--- src/rtl/avg_fifo_rd.sv ---
// Moving-average stage on the read side of a show-ahead async FIFO.
// Pops whenever enabled and data is present, emits a truncated window average per accept once full.
module avg_fifo_rd #(
  parameter int D_SIZE    = 8,
  parameter int LOG2_TAPS = 2
) (
  input  logic              r_clk,
  input  logic              r_rst,
  input  logic              enable,
  input  logic              clr,
  input  logic              r_empty,
  input  logic [D_SIZE-1:0] r_data,
  output logic              r_inc,
  output logic [D_SIZE-1:0] avg_out,
  output logic              avg_valid,
  output logic              win_full
);

  localparam int N  = 1 << LOG2_TAPS;
  localparam int CW = LOG2_TAPS + 1;
  localparam int SW = D_SIZE + LOG2_TAPS;

  localparam logic [CW-1:0]        CNT_FULL = CW'(N);
  localparam logic [CW-1:0]        CNT_ONE  = CW'(1);
  localparam logic [LOG2_TAPS-1:0] IDX_ONE  = LOG2_TAPS'(1);

  typedef enum logic [0:0] {
    FILL = 1'b0,
    RUN  = 1'b1
  } state_t;

  state_t                state_r;
  logic [D_SIZE-1:0]     hist_r [N];
  logic [LOG2_TAPS-1:0]  wr_idx_r;
  logic [CW-1:0]         cnt_r;
  logic [SW-1:0]         sum_r;

  logic [SW-1:0]         sum_next_s;
  logic [CW-1:0]         cnt_next_s;
  logic                  full_next_s;
  logic [D_SIZE-1:0]     avg_next_s;

  assign r_inc = enable & ~r_empty & ~clr & ~r_rst;

  // Next-state arithmetic for an accepted sample
  always_comb begin
    // Modular add/sub is exact: the final sum always fits in SW bits.
    sum_next_s = sum_r + SW'(r_data) - SW'(hist_r[wr_idx_r]);
    if (cnt_r == CNT_FULL) begin
      cnt_next_s = cnt_r;
    end else begin
      cnt_next_s = cnt_r + CNT_ONE;
    end
    full_next_s = (cnt_next_s == CNT_FULL);
    avg_next_s  = sum_next_s[SW-1:LOG2_TAPS];
  end

  // Window history, running sum, fill FSM and registered outputs
  always_ff @(posedge r_clk) begin
    if (r_rst) begin
      for (int i = 0; i < N; i++) begin
        hist_r[i] <= '0;
      end
      wr_idx_r  <= '0;
      cnt_r     <= '0;
      sum_r     <= '0;
      state_r   <= FILL;
      avg_out   <= '0;
      avg_valid <= 1'b0;
      win_full  <= 1'b0;
    end else if (clr) begin
      for (int i = 0; i < N; i++) begin
        hist_r[i] <= '0;
      end
      wr_idx_r  <= '0;
      cnt_r     <= '0;
      sum_r     <= '0;
      state_r   <= FILL;
      avg_valid <= 1'b0;
      win_full  <= 1'b0;
    end else if (r_inc) begin
      hist_r[wr_idx_r] <= r_data;
      wr_idx_r         <= wr_idx_r + IDX_ONE;
      cnt_r            <= cnt_next_s;
      sum_r            <= sum_next_s;
      win_full         <= full_next_s;
      avg_valid        <= full_next_s;
      if (full_next_s) begin
        avg_out <= avg_next_s;
      end
      case (state_r)
        FILL:    state_r <= full_next_s ? RUN : FILL;
        RUN:     state_r <= RUN;
        default: state_r <= FILL;
      endcase
    end else begin
      avg_valid <= 1'b0;
    end
  end

endmodule

--- config.mk ---
export PLATFORM = sky130hd
export DESIGN_NAME = avg_fifo_rd
export DESIGN_NICKNAME = d
export VERILOG_FILES = /design/src/rtl/avg_fifo_rd.sv
export SDC_FILE = /design/constraint.sdc
export NUM_CORES = 1
export LEC_CHECK = 0
export CAP_MARGIN = 20
export CORE_MARGIN = 4
export CORE_UTILIZATION = 50
export CTS_CLUSTER_SIZE = 10
export DETAILED_ROUTE_END_ITERATION = 10
export MAX_ROUTING_LAYER = met4
export PLACE_DENSITY = 0.7
export RECOVER_POWER = 100
export SYNTH_ARGS = -nofsm -noshare
export SYNTH_HDL_FRONTEND = slang
export SYNTH_SLANG_ARGS = --single-unit
--- constraint.sdc ---
create_clock -name r_clk -period 5.15 [get_ports r_clk]
set_input_delay 0.7725 -clock r_clk [delete_from_list [all_inputs] [get_ports r_clk]]
set_output_delay 0.7725 -clock r_clk [all_outputs]
set_load 0.05 [all_outputs]
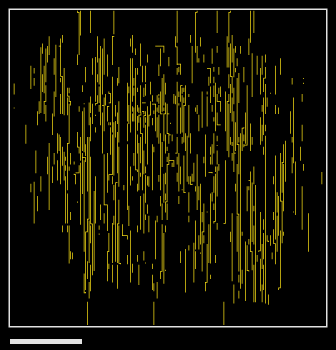
m2.png
Scale bar: 20 um.
wire length on this layer = 3,150 um
longest straight run = 46.2 um

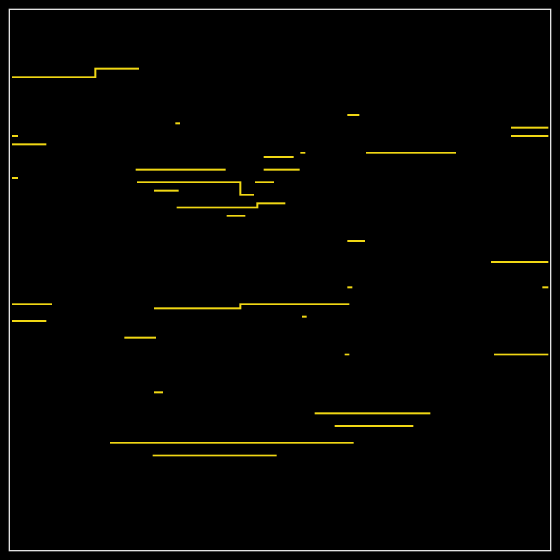
m3.png
nets with wire on the layer = 23
share of all routed wire = 4.5%
longest straight run = 39.1 um
wire length on this layer = 289 um
main direction = horizontal
via count: 2,277
met3 GRT Util: 0.0454
overall routed net length: 6410 um

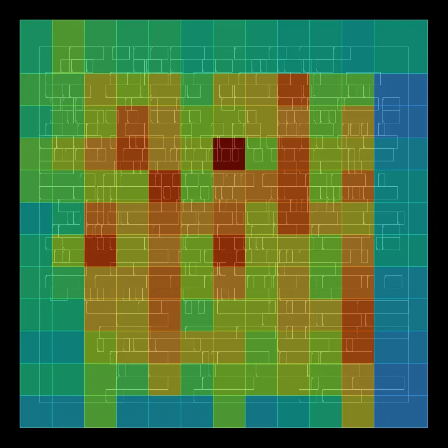
congestion_map.png
busiest grt layer: met2
met1 routing resource usage after global routing: 0.228

==> results.sh <==
# physical design summary
export IMPL_cts_max_level=3
export IMPL_powerComb_w=0.000209
export IMPL_cellLeakagePower_nw=1.51
export IMPL_most_frequent_cells_after_synthesis="sky130_fd_sc_hd__inv_1 (40), sky130_fd_sc_hd__nand2_1 (36), sky130_fd_sc_hd__nor2_1 (35)"
export IMPL_hpwl_reported_at_the_end_of_detailed_placement_um=4610
export IMPL_period_needed_ns=3.92
export IMPL_largest_pwr_group="registers"
export IMPL_postRouteAntennaNets=0
export IMPL_clockBufferDepth=2
export IMPL_postLayoutSetupSlackWorst_ns=1.23
export IMPL_cts_root_buf="sky130_fd_sc_hd__clkbuf_8"
export IMPL_worst_path_arrival_ns=3.15
export IMPL_antenna_found_initial=0
export IMPL_synth_edff_count=32
export IMPL_layout_nets=370
export IMPL_grt_first_pass_wirelength_um=10400
export IMPL_clock_buffer_count=9
export IMPL_data_required_time_of_the_worst_path_ns=4.38
export IMPL_comb_power_share=0.179
export IMPL_port_buffers=23
export IMPL_end_kind="primary output"
export IMPL_outcome="completed"
export IMPL_floorplanUtilization=0.523
export IMPL_clkLatencyLatePin_ns=0.35
export IMPL_detail_route_drc_violations=0
export IMPL_netlist_area_um2=3150
export IMPL_fp_nets=345
export IMPL_post_synthesis_cell_count_from_yosys=308
export IMPL_gp_routability_congestion=0.823
export IMPL_core_region_um2=6030
export IMPL_total_cell_area_reported_by_yosys_after_synthesis_um2=3150
export IMPL_numPlacedInstances=397
export IMPL_tap_cell_instance_count=75
export IMPL_final_signal_inverter_count=41
export IMPL_via_per_inst=5.51
export IMPL_period_used=0.762
export IMPL_gr_total_overflow=0
export IMPL_nMultiInputCombCells=198
export IMPL_grt_start_max_net_pins=16
export IMPL_path_max_fanout=12
export IMPL_post_cts_resized=0
export IMPL_cells_after_synthesis=308
export IMPL_ys_dominant_reg_cell="sky130_fd_sc_hd__edfxtp_1"
export IMPL_detail_route_iter0_violations=102
export IMPL_clock_tree_area_fraction=0.0572
export IMPL_syn2layout_area_growth_pct=15.3
export IMPL_tritoncts_clock_tree="done"
export IMPL_post_cts_buffers=0
export IMPL_syn_avg_cell_area_um2=10.2
export IMPL_tightestPinTransition_ns=1.07
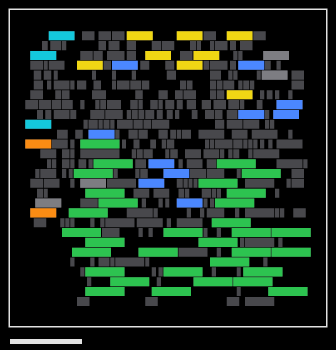
ff_map.png
Scale bar: 20 um. Other sequential cells in the stronger grey, the rest of the logic in the fainter grey.
yellow -> avg_out  # placed flops 8
green -> hist_r  # placed flops 32
orange -> wr_idx_r  # placed flops 2
cyan -> cnt_r  # placed flops 3
blue -> sum_r  # placed flops 10
not coloured = 4

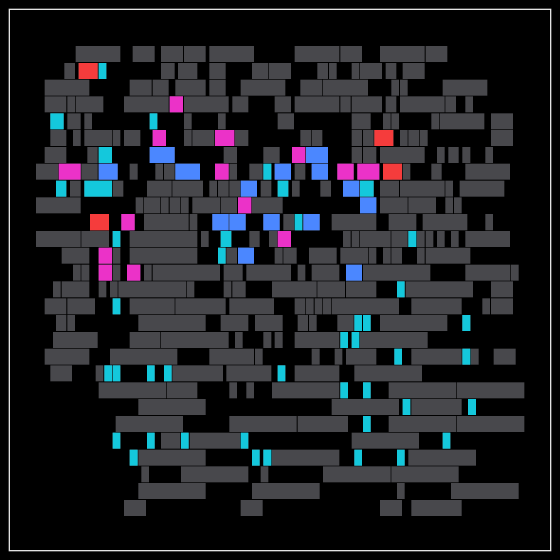
gates.png
red -> xor and xnor cells  # cells 4
magenta -> and/or cells  # cells 14
cyan -> nor cells  # cells 43
blue -> non-inverting ao/oa cells  # cells 15
multi-input logic portion of the cell area: 0.396
most common cell after layout, fill and taps aside: sky130_fd_sc_hd__inv_1
final cell count without fillers: 413

cell families after synthesis:
logic type                 share of synthesized area
and+or+nand+nor                                0.163
DFF                                            0.477
AOI/OAI and AO/OA                              0.112
buffers and inverters                         0.0624
adders and majority gates                      0.114
muxes                                         0.0604
xor gates and xnor gates                      0.0111
sequential cells by signal, summed over array words and instances (netlist names), named ones only:
name       flops
win_full       1
avg_valid      1
avg_out        8
sum_r         10
hist_r        32
wr_idx_r       2
cnt_r          3
layer usage:
metal	GRT usage	up-vias	wire [um]
met3	0.0454	16	288
met5	-	-	0
met1	0.228	1108	2850
met2	0.302	44	3150
li1	-	1109	-
met4	0.0586	0	129
stage by stage:
| stage | util | power, W | cell area, um^2 |
|---|---|---|---|
| after floorplan | - | 0.000687 | 3150 |
| after global placement | 0.571 | 0.000734 | 3440 |
| after detailed placement | 0.571 | 0.000739 | 3440 |
| after CTS | 0.605 | 0.00118 | 3650 |
| after global routing | 0.603 | 0.00122 | 3630 |
| final | 0.603 | 0.00117 | 3630 |
path summary, 6_finish.rpt:
check / depth (start not counted) / endpoint / startpoint / slack [ns]
setup / recovery: 5 / r_inc / r_rst / 1.23
hold / removal: 2 / avg_out[3]$_SDFFE_PP0P_ / avg_out[3]$_SDFFE_PP0P_ / 0.45
setup reg to reg: 9 / sum_r[6]$_SDFFE_PP0P_ / register / 1.72
hold reg to reg: 2 / avg_out[3]$_SDFFE_PP0P_ / avg_out[3]$_SDFFE_PP0P_ / 0.45
critical path, cell delays in order:
cell	delay, ns
sky130_fd_sc_hd__dlygate4sd3_1	0.67
sky130_fd_sc_hd__nor2_1	0.45
sky130_fd_sc_hd__nand2_1	0.18
sky130_fd_sc_hd__clkinv_1	0.18
sky130_fd_sc_hd__dlygate4sd3_1	0.90
cell usage in the layout (no fill, tap or decap), types with 2 or more instances in the layout:
cell                              count
sky130_fd_sc_hd__nand3b_1             5
sky130_fd_sc_hd__fa_1                 8
sky130_fd_sc_hd__a31oi_1              4
sky130_fd_sc_hd__ha_1                16
sky130_fd_sc_hd__inv_1               40
sky130_fd_sc_hd__a21o_1               8
sky130_fd_sc_hd__a21oi_1             20
sky130_fd_sc_hd__nor2b_1              3
sky130_fd_sc_hd__o211ai_1             3
sky130_fd_sc_hd__o31ai_1              3
sky130_fd_sc_hd__edfxtp_1            32
sky130_fd_sc_hd__o21ai_0              5
sky130_fd_sc_hd__dfxtp_1             27
sky130_fd_sc_hd__dlygate4sd3_1       12
sky130_fd_sc_hd__nand2b_1             2
sky130_fd_sc_hd__clkdlybuf4s50_1     11
sky130_fd_sc_hd__inv_6                3
sky130_fd_sc_hd__nor3_1               3
sky130_fd_sc_hd__and2_1               2
sky130_fd_sc_hd__nor2_1              36
sky130_fd_sc_hd__nand2_1             36
sky130_fd_sc_hd__xnor2_1              4
sky130_fd_sc_hd__and3_1               4
sky130_fd_sc_hd__clkbuf_8             9
sky130_fd_sc_hd__o21a_1               3
sky130_fd_sc_hd__a2111o_1             2
sky130_fd_sc_hd__nand4_1              2
sky130_fd_sc_hd__mux4_2               8
sky130_fd_sc_hd__or3_1                3
sky130_fd_sc_hd__nand3_1              5
Power figures rest on the tool's default switching activity, not on a simulated workload.
